Sizing map:
The bar under the picture is 20 um long.
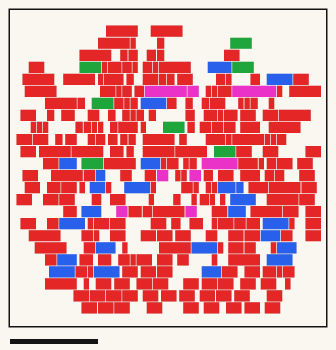
The metal 3 layer:
The bar under the picture is 20 um long.
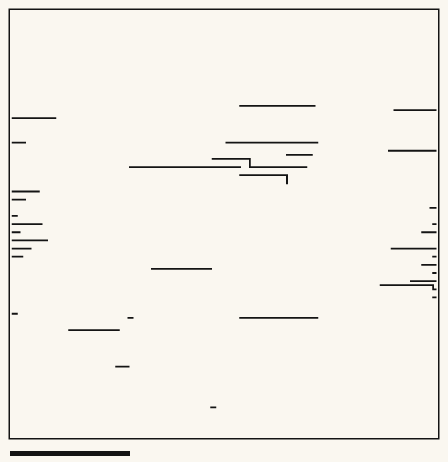
$ cat src/rtl/uart_tx_arbiter.sv
// Round-robin arbiter that shares one UART transmitter among N_REQ byte producers,
// with optional packet lock and a watchdog on the transmitter's busy handshake.
module uart_tx_arbiter #(
    parameter int N_REQ        = 4,
    parameter int PKT_LOCK     = 1,
    parameter int BUSY_TIMEOUT = 16
) (
    input  logic                       clk,
    input  logic                       rst,
    input  logic [N_REQ-1:0]           req_valid,
    input  logic [8*N_REQ-1:0]         req_data,
    input  logic [N_REQ-1:0]           req_last,
    output logic [N_REQ-1:0]           req_ready,
    output logic                       tx_send,
    output logic [7:0]                 tx_din,
    input  logic                       tx_busy,
    output logic [$clog2(N_REQ)-1:0]   grant_id,
    output logic                       active,
    output logic                       err_timeout
);

    localparam int IDW = $clog2(N_REQ);
    localparam int TW  = $clog2(BUSY_TIMEOUT + 2);
    localparam logic [IDW:0]   NREQ_W  = (IDW + 1)'(N_REQ);
    localparam logic [IDW-1:0] LAST_ID = IDW'(N_REQ - 1);
    localparam logic [TW-1:0]  TMAX    = TW'(BUSY_TIMEOUT);

    typedef enum logic [2:0] {IDLE, LAUNCH, FRAME, RELEASE, ABORT} arbState;

    arbState            state, stateNext;
    logic [IDW-1:0]     ptr, ptrNext, grantNext, winIdx, rotOffset, nextPtr;
    logic               lock, lockNext, lastQ, lastNext, errNext, winValid;
    logic [TW-1:0]      timer, timerNext;
    logic [7:0]         dinNext;
    logic [N_REQ-1:0]   readyNext, rotValid;
    logic [2*N_REQ-1:0] dblValid;
    logic [IDW:0]       winSum;
    logic [7:0]         reqBytes [N_REQ];

    genvar gi;
    generate
        for (gi = 0; gi < N_REQ; gi++) begin : g_req
            assign reqBytes[gi]  = req_data[8*gi +: 8];
            assign readyNext[gi] = (stateNext == RELEASE) && (grant_id == IDW'(gi));
        end
    endgenerate

    // Rotate the valid vector so bit 0 is the requester at ptr; lowest set bit wins.
    assign dblValid = {req_valid, req_valid};
    assign rotValid = N_REQ'(dblValid >> ptr);

    always_comb begin
        rotOffset = '0;
        for (int j = N_REQ - 1; j >= 0; j--) begin
            if (rotValid[j]) rotOffset = IDW'(j);
        end
    end

    assign winSum  = {1'b0, ptr} + {1'b0, rotOffset};
    assign nextPtr = (grant_id == LAST_ID) ? '0 : grant_id + 1'b1;

    always_comb begin
        if (lock) begin
            winIdx   = grant_id;
            winValid = req_valid[grant_id];
        end else begin
            winIdx   = (winSum >= NREQ_W) ? IDW'(winSum - NREQ_W) : IDW'(winSum);
            winValid = |req_valid;
        end
    end

    always_comb begin
        stateNext = state;
        ptrNext   = ptr;
        lockNext  = lock;
        lastNext  = lastQ;
        timerNext = timer;
        dinNext   = tx_din;
        grantNext = grant_id;
        errNext   = err_timeout;
        case (state)
            IDLE: begin
                if (winValid) begin
                    dinNext   = reqBytes[winIdx];
                    lastNext  = req_last[winIdx];
                    grantNext = winIdx;
                    timerNext = '0;
                    stateNext = LAUNCH;
                end
            end
            LAUNCH: begin
                if (tx_busy) begin
                    stateNext = FRAME;
                end else if (timer == TMAX) begin
                    errNext   = 1'b1;
                    stateNext = ABORT;
                end else begin
                    timerNext = timer + 1'b1;
                end
            end
            FRAME: begin
                if (!tx_busy) stateNext = RELEASE;
            end
            RELEASE: begin
                ptrNext   = nextPtr;
                lockNext  = (PKT_LOCK != 0) && !lastQ;
                stateNext = IDLE;
            end
            ABORT: begin
                // The byte stays pending at its requester and is retried later.
                ptrNext   = nextPtr;
                lockNext  = 1'b0;
                stateNext = IDLE;
            end
            default: stateNext = IDLE;
        endcase
    end

    always_ff @(posedge clk) begin
        if (rst) begin
            state       <= IDLE;
            ptr         <= '0;
            lock        <= 1'b0;
            lastQ       <= 1'b0;
            timer       <= '0;
            tx_send     <= 1'b0;
            tx_din      <= '0;
            req_ready   <= '0;
            grant_id    <= '0;
            active      <= 1'b0;
            err_timeout <= 1'b0;
        end else begin
            state       <= stateNext;
            ptr         <= ptrNext;
            lock        <= lockNext;
            lastQ       <= lastNext;
            timer       <= timerNext;
            tx_send     <= (stateNext == LAUNCH) || (stateNext == FRAME);
            tx_din      <= dinNext;
            req_ready   <= readyNext;
            grant_id    <= grantNext;
            active      <= (stateNext != IDLE);
            err_timeout <= errNext;
        end
    end

endmodule

$ cat config.mk
export PLATFORM = sky130hd
export DESIGN_NAME = uart_tx_arbiter
export DESIGN_NICKNAME = d
export VERILOG_FILES = /design/src/rtl/uart_tx_arbiter.sv
export SDC_FILE = /design/constraint.sdc
export NUM_CORES = 1
export LEC_CHECK = 0
export CORE_UTILIZATION = 45
export CTS_CLUSTER_DIAMETER = 50
export DETAILED_ROUTE_END_ITERATION = 12
export PLACE_DENSITY = 0.83
export SYNTH_ARGS = -nofsm -noshare
export SYNTH_HDL_FRONTEND = slang
export SYNTH_SLANG_ARGS = --single-unit
$ cat constraint.sdc
create_clock -name clk -period 3.9 [get_ports clk]
set_input_delay 0.39 -clock clk [delete_from_list [all_inputs] [get_ports clk]]
set_output_delay 0.39 -clock clk [all_outputs]
set_load 0.1 [all_outputs]
==> run summary <==
XOR/XNOR share of the synthesized area -> 0.0156
Routed Wire Length -> 5150 um
latest clock arrival within the worst-skew pair -> 0.28 ns
minimum hold slack -> 0.486 ns
final weighted congestion in routability-driven placement -> 0.860
Die Height -> 71.4 um
global router's overall resource usage -> 0.214
buffer cell driving the clock tree root -> clkbuf_8
Core Box Area -> 0.00450 mm^2
share of synthesized registers carrying an async set or reset -> 0
sequential-to-total area share from yosys stat -> 0.268
detailed-routing iteration count for the pre-antenna-repair pass -> 4
commonest non-fill, non-tap cells in the layout -> clkdlybuf4s50_1 (59), dfxtp_1 (29), nor2_1 (23)
# port buffers -> 59
Commonest Layout Cell -> clkdlybuf4s50_1
relative max-transition margin -> 0.327
leakage power of the design -> 0.00114 uW
final hold vios -> 0
DIE AREA -> 0.00510 mm^2
top fanout value on the critical path -> 14
Fin Setup TNS -> 0 ns
commonest register cell after synthesis -> dfxtp_1
cell types with the highest counts after synthesis -> dfxtp_1 (29), nor2_1 (23), nand2_1 (22), mux2i_1 (21), a21oi_1 (10)
metal1 wirelength -> 2420 um
number of cells on the worst reg-to-reg path -> 10
pwr dens -> 389 mW/mm^2
count of standard-cell rows -> 24
post-CTS clock slew at the launch and capture registers of the worst setup and hold paths -> 0.07 ns
count of cell instances traversed by the critical path -> 10
Resized Gates After CTS -> 0
area fraction in compound gates -> 0.210
Critical Path, Cell by Cell -> clkdlybuf4s50_1 > or4_1 > o211ai_1 > ha_1 > mux2i_4 > buf_4 > mux2i_1 > nand2_1 > a21boi_0 > o41ai_2
unrepaired setup endpoints after global routing -> false
number of enable flip-flop cells -> 0
actual transition at the worst max-transition pin -> 1.01 ns
Top Family by Delay on Critical Path -> buffers and inverters
largest non-sequential cell family by area -> simple AND/OR/NAND/NOR gates
Yosys Warn Count -> 0
share of Yosys cell area claimed by the top area cell type -> 0.268
biggest area cells -> dfxtp_1 (27%), mux2i_1 (9.7%), o41ai_2 (5.2%), ha_1 (4.0%), nor3b_2 (4.0%)
Worst Clk Skew -> 0.00880 ns
Synth Area per Inst -> 8.97 um^2
routed wire length per instance -> 14.8 um
post-layout net count -> 346
top achievable clock speed -> 0.330 GHz
final cycle utilization of the critical path -> 0.778
Synth mux share -> 0.123
kind of end point of the critical path -> flop
post-synthesis cell area -> 0.00217 mm^2
Synth top cell by count -> dfxtp_1
cell count listed in synth_stat.txt -> 242
Post-Synthesis Net Count -> 292
HPWL after detailed placement -> 3750 um
largest net degree at the start of global routing -> 23
number of buffer and inverter stages on the critical path -> 2
Worst R2R Setup Slack -> 1.08 ns
sinks on the clock net -> 29
DRC marker count from the first detailed-route iteration -> 127
area fraction in and, or, nand and nor cells -> 0.281
flops & latches, synth -> 29
CTS tree -> built
final tally of setup violations -> 0
post-synthesis cell count -> 242
Max VDD drop -> 0.363 mV
worst hold stages -> 2
highest cell delay on the worst timing path -> 0.56 ns
H-tree levels -> 2
number of antenna-violating nets in the routed design -> 0
CP startpoint kind -> primary input
summed standard-cell area reported by yosys -> 0.00217 mm^2
DRC violation count after routing -> 0
met2 wire length -> 2510 um
Min Clock Period, post-route -> 3.03 ns
Worst Path Class, Setup -> in2reg
via count of the first global-routing pass -> 1,889
number of antenna violations at the first check in global routing -> 0
horizontal die size -> 71.4 um
largest area contributor in the synthesized netlist -> dfxtp_1
met3 WL -> 187 um
critical path data arrival time -> 3.19 ns
uppermost layer routed -> met4
number of clock buffers inserted by TritonCTS -> 5
number of warnings in the stage logs -> 30
GR Overflow Total -> 0
status -> finished clean
antenna cells -> 0
boundary pin count -> 60
wire length of the first global-routing pass -> 8600 um
Worst Path Required -> 4.05 ns
count of hold-fix buffers inserted at cts -> 0
hold crit path type -> reg2reg
total via count in the routed design -> 1,948
ratio of cells with drive above 1 in the final layout -> 0.131
post-synthesis to final-layout area growth -> 31.8%
detail-routed via count per cell -> 5.58
maximum buffer depth of the clock tree -> 2
crit path max-delay cell type -> clkdlybuf4s50_1
floorplan-stage core utilization -> 0.482
number of slew-limit violations in the final report -> 0
Adder Share, Synth -> 0.0404
max cap viols -> 0
Post CTS Setup Buffer Count -> 0
Total Power Consumption -> 1110 uW
count of unique library cells instantiated by Yosys -> 50
About 'sizing map':
Magenta is drive 3 to 4, cells 8, most used buf_4. Green is drive 6 and up, cells 7, most used clkbuf_8. Blue is drive 2, cells 24. Red is drive 1 or less, cells 258, most used clkdlybuf4s50_1.

About 'the metal 3 layer':
The layer carries 187 um of wire. The longest straight run is 18.4 um.

==> state kept, by name, indices dropped and copies added (netlist names) <==
register	flops
tx_din	8
timer	5
req_ready	4
state	3
grant_id	2
ptr	2
active	1
err_timeout	1
lastQ	1
lock	1
tx_send	1
==> per-stage QoR <==
stage                util  cell area (um^2)  worst slack (ns)  cells
floorplan               -              2170              1.13    242
global placement    0.612              2760             0.653    341
detailed placement  0.612              2760             0.583    341
CTS                 0.635              2860             0.873    349
global route        0.635              2860             0.658    349
finish              0.635              2860             0.867    349
==> path summary, 6_finish.rpt <==
path / from / endpoint
worst max-delay path: req_valid[2] / tx_din[1]
worst min-delay path: timer[4] / timer[4]
worst max register to register: ptr[0] / tx_din[1]
worst min register to register: timer[4] / timer[4]
==> kinds of logic (layout without fill, tap and decap cells) <==
| logic type | after synthesis | after routing |
|---|---|---|
| AND-OR/OR-AND | 49 | 49 |
| XOR/XNOR | 3 | 3 |
| adder cells (fa/ha/maj) | 7 | 7 |
| buffers and inverters | 25 | 80 |
| flip-flops | 29 | 29 |
| multiplexers | 25 | 25 |
| AND/OR/NAND/NOR | 104 | 104 |
==> per-layer routing <==
layer	vias up	track usage
li1	976	-
met1	925	0.275
met2	43	0.348
met3	4	0.0619
met4	0	0.0644
met5	-	0
==> layout make-up <==
class	instances	area, um^2
Clock inverter	1	5.00
Timing Repair Buffer	64	628
Fill cell	387	1650
Multi-Input combinational cell	188	1450
Clock buffer	7	96.3
Inverter	8	30.0
Sequential cell	29	581
Tap cell	52	65.1
==> power breakdown <==
group	leakage, uW	internal (uW)	total [uW]	switching [uW]
registers	0.000238	325	350	24.8
clock network	0.0000542	159	280	120
logic	0.000848	178	482	304
total	0.00114	662	1110	449
Power figures rest on the tool's default switching activity, not on a simulated workload.
